## config.mk

```make
export PLATFORM = sky130hd
export DESIGN_NAME = execute_mc_flat
export DESIGN_NICKNAME = d
export VERILOG_FILES = /design/src/rtl/execute_mc_if.sv /design/src/rtl/execute_mc.sv /design/src/flat_wrapper.sv
export SDC_FILE = /design/constraint.sdc
export NUM_CORES = 2
export LEC_CHECK = 0
export ABC_CLOCK_PERIOD_IN_PS = 7100
export CORE_UTILIZATION = 45
export CTS_BUF_LIST = sky130_fd_sc_hd__clkbuf_16
export DETAILED_ROUTE_END_ITERATION = 10
export DONT_BUFFER_PORTS = 1
export GPL_TIMING_DRIVEN = 1
export PLACE_DENSITY = 0.6
export SLEW_MARGIN = 20
export SYNTH_ARGS = -nofsm -noshare
export SYNTH_HDL_FRONTEND = slang
export SYNTH_SLANG_ARGS = --single-unit
```

## constraint.sdc

```tcl
create_clock -name clk -period 7.1 [get_ports clk]
set_clock_uncertainty 0.2 [all_clocks]
set_input_delay 1.42 -clock clk [delete_from_list [all_inputs] [get_ports clk]]
set_output_delay 1.42 -clock clk [all_outputs]
set_load 0.01 [all_outputs]
```

## src/rtl/execute_mc_if.sv

```systemverilog
// Operation/result handshake bundle for execute_mc.
//   master : the side issuing operations and consuming results (testbench / pipeline).
//   slave  : the execute unit itself.
// Signals:
//   in_valid/in_ready              operation request handshake
//   op, rs1_addr, rs2_addr, rd_addr, imm, alu_src, wb_en   operation fields
//   wr_en, wr_addr, wr_data        external register-file preload port
//   out_valid/out_ready            result handshake
//   result, zero_flag, busy        result value, result==0, multi-cycle op running
interface execute_mc_if #(
    parameter int XLEN = 32,
    parameter int NREG = 32
);
    localparam int AW = $clog2(NREG);

    logic            in_valid;
    logic            in_ready;
    logic [3:0]      op;
    logic [AW-1:0]   rs1_addr;
    logic [AW-1:0]   rs2_addr;
    logic [AW-1:0]   rd_addr;
    logic [XLEN-1:0] imm;
    logic            alu_src;
    logic            wb_en;
    logic            wr_en;
    logic [AW-1:0]   wr_addr;
    logic [XLEN-1:0] wr_data;
    logic            out_valid;
    logic            out_ready;
    logic [XLEN-1:0] result;
    logic            zero_flag;
    logic            busy;

    modport master (
        output in_valid, op, rs1_addr, rs2_addr, rd_addr, imm, alu_src, wb_en,
        output wr_en, wr_addr, wr_data, out_ready,
        input  in_ready, out_valid, result, zero_flag, busy
    );

    modport slave (
        input  in_valid, op, rs1_addr, rs2_addr, rd_addr, imm, alu_src, wb_en,
        input  wr_en, wr_addr, wr_data, out_ready,
        output in_ready, out_valid, result, zero_flag, busy
    );
endinterface

```

## src/rtl/execute_mc.sv

```systemverilog
// execute_mc: execute unit with a private register file.
// Single-cycle ALU ops (ADD..SLTU) complete one cycle after accept; MUL, MULHU,
// DIVU and REMU iterate one bit per cycle for XLEN cycles (shift-add multiply,
// restoring divide) sharing one pair of accumulator registers.
// Ports:
//   clk  rising-edge clock
//   rst  synchronous active-high reset (clears FSM, result, counter, registers)
//   bus  execute_mc_if.slave: request, preload write port and result handshake
module execute_mc #(
    parameter int XLEN      = 32,
    parameter int NREG      = 32,
    parameter int MULDIV_EN = 1
) (
    input  logic         clk,
    input  logic         rst,
    execute_mc_if.slave  bus
);
    localparam int AW  = $clog2(NREG);
    localparam int SHW = $clog2(XLEN);
    localparam int CW  = $clog2(XLEN) + 1;

    typedef enum logic [1:0] {IDLE, BUSY, DONE} state_t;

    state_t          state_reg;
    logic [XLEN-1:0] rf_reg [NREG];
    logic [XLEN-1:0] result_reg;
    logic [XLEN-1:0] acc_hi_reg;   // product high half / partial remainder
    logic [XLEN-1:0] acc_lo_reg;   // multiplier->product low half / dividend->quotient
    logic [XLEN-1:0] opb_reg;      // multiplicand / divisor
    logic [3:0]      op_reg;
    logic [AW-1:0]   rd_reg;
    logic            wb_en_reg;
    logic [CW-1:0]   cnt_reg;

    // Operand read straight from the array at accept: a write landing on the
    // same edge is not forwarded, so the pre-write value is used.
    logic [XLEN-1:0] opa;
    logic [XLEN-1:0] rs2_val;
    logic [XLEN-1:0] opb;
    logic [SHW-1:0]  shamt;
    logic            is_muldiv;
    logic [XLEN-1:0] alu_res;

    assign opa       = rf_reg[bus.rs1_addr];
    assign rs2_val   = rf_reg[bus.rs2_addr];
    assign opb       = bus.alu_src ? bus.imm : rs2_val;
    assign shamt     = opb[SHW-1:0];
    assign is_muldiv = (MULDIV_EN != 0) && (bus.op >= 4'd10) && (bus.op <= 4'd13);

    always_comb begin
        alu_res = '0;
        case (bus.op)
            4'd0:    alu_res = opa + opb;
            4'd1:    alu_res = opa - opb;
            4'd2:    alu_res = opa & opb;
            4'd3:    alu_res = opa | opb;
            4'd4:    alu_res = opa ^ opb;
            4'd5:    alu_res = opa << shamt;
            4'd6:    alu_res = opa >> shamt;
            4'd7:    alu_res = $unsigned($signed(opa) >>> shamt);
            4'd8:    alu_res = {{(XLEN-1){1'b0}}, ($signed(opa) < $signed(opb))};
            4'd9:    alu_res = {{(XLEN-1){1'b0}}, (opa < opb)};
            default: alu_res = '0;   // reserved codes, and muldiv when disabled
        endcase
    end

    // One iteration of the shared multiply/divide datapath.
    logic            is_div;
    logic [XLEN:0]   mul_sum;
    logic [XLEN:0]   div_shift;
    logic [XLEN:0]   div_diff;
    logic            div_ge;
    logic [XLEN-1:0] hi_next;
    logic [XLEN-1:0] lo_next;
    logic [XLEN-1:0] md_res;

    always_comb begin
        is_div    = (op_reg == 4'd12) || (op_reg == 4'd13);
        mul_sum   = {1'b0, acc_hi_reg} + (acc_lo_reg[0] ? {1'b0, opb_reg} : '0);
        div_shift = {acc_hi_reg, acc_lo_reg[XLEN-1]};
        div_diff  = div_shift - {1'b0, opb_reg};
        // No borrow means the divisor fits. A zero divisor always fits, which
        // yields an all-ones quotient and leaves the dividend as remainder.
        div_ge    = ~div_diff[XLEN];
        if (is_div) begin
            hi_next = div_ge ? div_diff[XLEN-1:0] : div_shift[XLEN-1:0];
            lo_next = {acc_lo_reg[XLEN-2:0], div_ge};
        end else begin
            hi_next = mul_sum[XLEN:1];
            lo_next = {mul_sum[0], acc_lo_reg[XLEN-1:1]};
        end
        // MULHU (11) and REMU (13) take the high half.
        md_res = op_reg[0] ? hi_next : lo_next;
    end

    logic out_fire;
    assign out_fire = (state_reg == DONE) && bus.out_ready;

    // Register file. Preload write is placed after writeback so it wins a
    // same-register collision; register 0 is never written.
    always_ff @(posedge clk) begin
        if (rst) begin
            for (int i = 0; i < NREG; i++) begin
                rf_reg[i] <= '0;
            end
        end else begin
            if (out_fire && wb_en_reg && (rd_reg != '0)) begin
                rf_reg[rd_reg] <= result_reg;
            end
            if (bus.wr_en && (bus.wr_addr != '0)) begin
                rf_reg[bus.wr_addr] <= bus.wr_data;
            end
        end
    end

    always_ff @(posedge clk) begin
        if (rst) begin
            state_reg  <= IDLE;
            result_reg <= '0;
            acc_hi_reg <= '0;
            acc_lo_reg <= '0;
            opb_reg    <= '0;
            op_reg     <= '0;
            rd_reg     <= '0;
            wb_en_reg  <= 1'b0;
            cnt_reg    <= '0;
        end else begin
            case (state_reg)
                IDLE: begin
                    if (bus.in_valid) begin
                        op_reg    <= bus.op;
                        rd_reg    <= bus.rd_addr;
                        wb_en_reg <= bus.wb_en;
                        cnt_reg   <= '0;
                        if (is_muldiv) begin
                            acc_hi_reg <= '0;
                            acc_lo_reg <= opa;
                            opb_reg    <= opb;
                            state_reg  <= BUSY;
                        end else begin
                            result_reg <= alu_res;
                            state_reg  <= DONE;
                        end
                    end
                end
                BUSY: begin
                    acc_hi_reg <= hi_next;
                    acc_lo_reg <= lo_next;
                    cnt_reg    <= cnt_reg + 1'b1;
                    if (cnt_reg == CW'(XLEN - 1)) begin
                        result_reg <= md_res;
                        state_reg  <= DONE;
                    end
                end
                DONE: begin
                    if (bus.out_ready) begin
                        state_reg <= IDLE;
                    end
                end
                default: state_reg <= IDLE;
            endcase
        end
    end

    assign bus.in_ready  = (state_reg == IDLE);
    assign bus.busy      = (state_reg == BUSY);
    assign bus.out_valid = (state_reg == DONE);
    assign bus.result    = result_reg;
    assign bus.zero_flag = (result_reg == '0);
endmodule

```

## src/flat_wrapper.sv

```systemverilog
// flat-port wrapper written by rule: the top's interface ports become plain ports
module execute_mc_flat 
#(
    parameter int XLEN      = 32,
    parameter int NREG      = 32,
    parameter int MULDIV_EN = 1
)
  (clk, rst, bus_in_valid, bus_op, bus_rs1_addr, bus_rs2_addr, bus_rd_addr, bus_imm, bus_alu_src, bus_wb_en, bus_wr_en, bus_wr_addr, bus_wr_data, bus_out_ready, bus_in_ready, bus_out_valid, bus_result, bus_zero_flag, bus_busy);
  execute_mc_if #(.XLEN(XLEN), .NREG(NREG)) bus_i ();
  input  logic clk;
  input  logic rst;
  input wire logic [$bits(bus_i.in_valid)-1:0] bus_in_valid;
  input wire logic [$bits(bus_i.op)-1:0] bus_op;
  input wire logic [$bits(bus_i.rs1_addr)-1:0] bus_rs1_addr;
  input wire logic [$bits(bus_i.rs2_addr)-1:0] bus_rs2_addr;
  input wire logic [$bits(bus_i.rd_addr)-1:0] bus_rd_addr;
  input wire logic [$bits(bus_i.imm)-1:0] bus_imm;
  input wire logic [$bits(bus_i.alu_src)-1:0] bus_alu_src;
  input wire logic [$bits(bus_i.wb_en)-1:0] bus_wb_en;
  input wire logic [$bits(bus_i.wr_en)-1:0] bus_wr_en;
  input wire logic [$bits(bus_i.wr_addr)-1:0] bus_wr_addr;
  input wire logic [$bits(bus_i.wr_data)-1:0] bus_wr_data;
  input wire logic [$bits(bus_i.out_ready)-1:0] bus_out_ready;
  output wire logic [$bits(bus_i.in_ready)-1:0] bus_in_ready;
  output wire logic [$bits(bus_i.out_valid)-1:0] bus_out_valid;
  output wire logic [$bits(bus_i.result)-1:0] bus_result;
  output wire logic [$bits(bus_i.zero_flag)-1:0] bus_zero_flag;
  output wire logic [$bits(bus_i.busy)-1:0] bus_busy;
  assign bus_i.in_valid = bus_in_valid;
  assign bus_i.op = bus_op;
  assign bus_i.rs1_addr = bus_rs1_addr;
  assign bus_i.rs2_addr = bus_rs2_addr;
  assign bus_i.rd_addr = bus_rd_addr;
  assign bus_i.imm = bus_imm;
  assign bus_i.alu_src = bus_alu_src;
  assign bus_i.wb_en = bus_wb_en;
  assign bus_i.wr_en = bus_wr_en;
  assign bus_i.wr_addr = bus_wr_addr;
  assign bus_i.wr_data = bus_wr_data;
  assign bus_i.out_ready = bus_out_ready;
  assign bus_in_ready = bus_i.in_ready;
  assign bus_out_valid = bus_i.out_valid;
  assign bus_result = bus_i.result;
  assign bus_zero_flag = bus_i.zero_flag;
  assign bus_busy = bus_i.busy;
  execute_mc #(.XLEN(XLEN), .NREG(NREG), .MULDIV_EN(MULDIV_EN)) u_core (.clk(clk), .rst(rst), .bus(bus_i));
endmodule
```

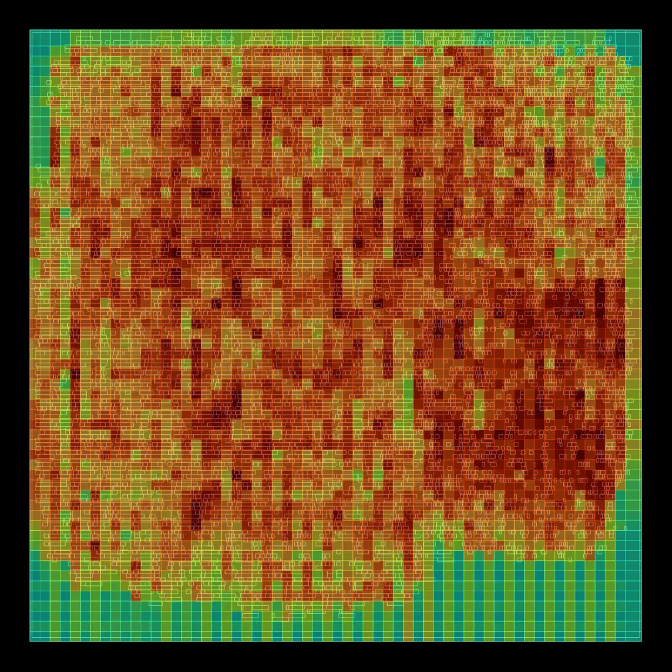
(routing congestion)
utilization of the core after routing: 0.500
global-route track usage on met1: 0.495

==> run notes <==
Once iteration 0 of detailed routing completed, the report listed 10174 DRC markers. VDD sags by at most 0.000211 V. The run gives 133 for the number of CTS-inserted buffers.

Cell with the largest stage delay on the worst path: sky130_fd_sc_hd__nand4b_1. The remaining max-slew budget at the tightest pin was -0.762. The post-synthesis cell type with the largest instance count is sky130_fd_sc_hd__edfxtp_1. Counting pins that exceed their max-slew limit in the final report gives 168. The run gives 0 as the count of instances resized after the clock tree is built. The required time at the worst endpoint is listed as 7.60 ns. After synthesis the cells add up to 77900 µm². The final reports fail on slew limit, setup timing. The number of cells in Yosys stat came out at 7019.

TritonCTS built the clock tree. At the end of routability-driven placement, the weighted congestion stood at 1.03. Endpoints with negative setup slack in the final report add up to 28. The kind of start point of the critical path is an input pin.

The least setup slack across all paths after layout was -1.24 ns; the fraction of layout instances using a drive strength above 1 was 0.161. The run gives 0.432 for the share of synthesized area occupied by flip-flops and latches. On the worst setup and hold paths after CTS, the clock-pin slew comes to 0.06 ns. Sorting the synthesized cells by area gives the leading types as sky130_fd_sc_hd__edfxtp_1 39%, sky130_fd_sc_hd__a22o_1 11%, sky130_fd_sc_hd__mux4_2 9.3%, sky130_fd_sc_hd__mux2i_1 8.3%, sky130_fd_sc_hd__dfxtp_1 3.8%. The share of cell area taken by muxes after synthesis is 0.180. Among logic cells in the layout, the one with the most instances is sky130_fd_sc_hd__edfxtp_1. The transition time of the tightest slew-check pin came out at 2.64 ns. The net switching fraction of the power came out at 0.319. The run finished, with violations left. The run gives 0 for the number of buffers added to fix hold violations after cts. The part of the cycle the worst path needs came out at 1.18.

The largest family of logic cells by area was AND-OR/OR-AND gates. The post-layout minimum cycle time is 8.34 ns, and the gate count of the mapped netlist is 7019. The beginning of the worst register-to-register path is u_core.rf_reg[31][6]$_DFFE_PP_.

The endpoint with the worst hold slack is u_core.wb_en_reg$_SDFFE_PP0P_. According to the floorplan log, the row count is 152. The tools report the number of distinct standard cells referenced by the synthesized netlist as 95. With the worst-path maximum fanout at 289, the slack of the worst reg-to-reg path is 1.17 ns. Class of the tightest hold or removal check: flip-flop to flip-flop. The run gives 0 for the post-route antenna net violation count.

The layer flagged by global routing as most heavily used is met2. Looking at the clock tree report, the root buffer type is sky130_fd_sc_hd__clkbuf_16. The die height is 418 µm.

Compared with the post-synthesis result, the final layout area differs by 10.2%. Looking at the cell usage after synthesis, the top flip-flop cell is sky130_fd_sc_hd__edfxtp_1. The compound-cell area share of the yosys netlist was 0.222; the port buffer count was 0. For this design the ratio of total power to cell area is 229 nW/µm². Entering global routing, the biggest net connects 297 pins.

CTS reports a maximum clock tree buffer depth of 3. With the routed wire length per instance at 40.3 µm, the post-layout instance count excluding filler cells is 9177. For the starting density of the core, the log shows 0.454.

The tools report the area of all placed cells without fillers as 85800 µm². The report puts the cell count of the worst reg-to-reg path at 20. The report gives the cell count of the worst hold path as 2.

Per the detail_route report, vias per standard cell equal 7.37. For this run, the top clock speed supported by timing is 120 MHz. Looking at the setup timing report, the critical path kind is input pin to flip-flop.

Detailed routing placed a total of 45800 µm of wire on met3. The run gives 172000 µm² for the core footprint. The worst hold path begins at u_core.wb_en_reg$_SDFFE_PP0P_.

The post-synthesis area per instance works out to 11.1 µm². The endpoint of the worst setup timing path was u_core.bus.result[9]$_SDFFE_PP0P_. The synthesis run shows the most used standard cells to be 1024 x sky130_fd_sc_hd__edfxtp_1, 997 x sky130_fd_sc_hd__a22o_1, 644 x sky130_fd_sc_hd__mux2i_1.

The area share of and/or/nand/nor cells after synthesis is 0.0797.
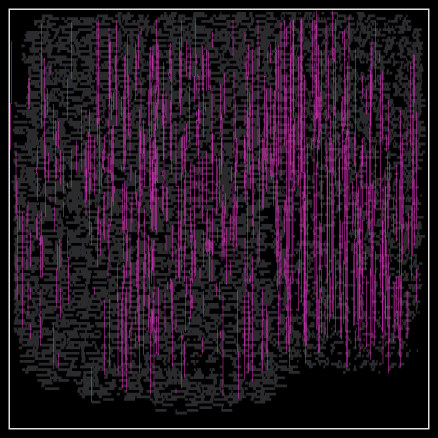
(the metal 4 layer)
Drawn at 1 px/µm.
- nets with wire on the layer: 332
- share of all routed wire: 8.6%
- main direction: vertical
- longest straight run: 229 µm
final wirelength: 370000 µm
via total after detailed routing: 67642

[power by group through the flow]
stage	Sequential (µW)	Combinational (µW)	Clock (µW)
2_1_floorplan	8120	2770	0
3_3_place_gp	8240	4240	0
3_5_place_dp	8250	4230	0
4_1_cts	8110	4240	7050
5_1_grt	8160	4550	7300
6_report	8130	4430	7070
[critical path, delay by kind of cell]
kind                     cells  cell delay (ns)
adder cells (fa/ha/maj)      1             0.53
AND/OR/NAND/NOR              4             2.56
AND-OR/OR-AND               10             2.71
buffers and inverters        2             0.38
[cell type report]
class,count,area [µm²]
diodes,9,22.5
fillers,15231,85900
clock buffers,135,3380
inverters,148,557
clock inverters,102,936
flip-flops and latches,1170,33700
repair buffers,390,3140
well taps,2310,2890
multi-input cells,4913,41200
No activity file was given, so power comes from the tool's default toggle rates.
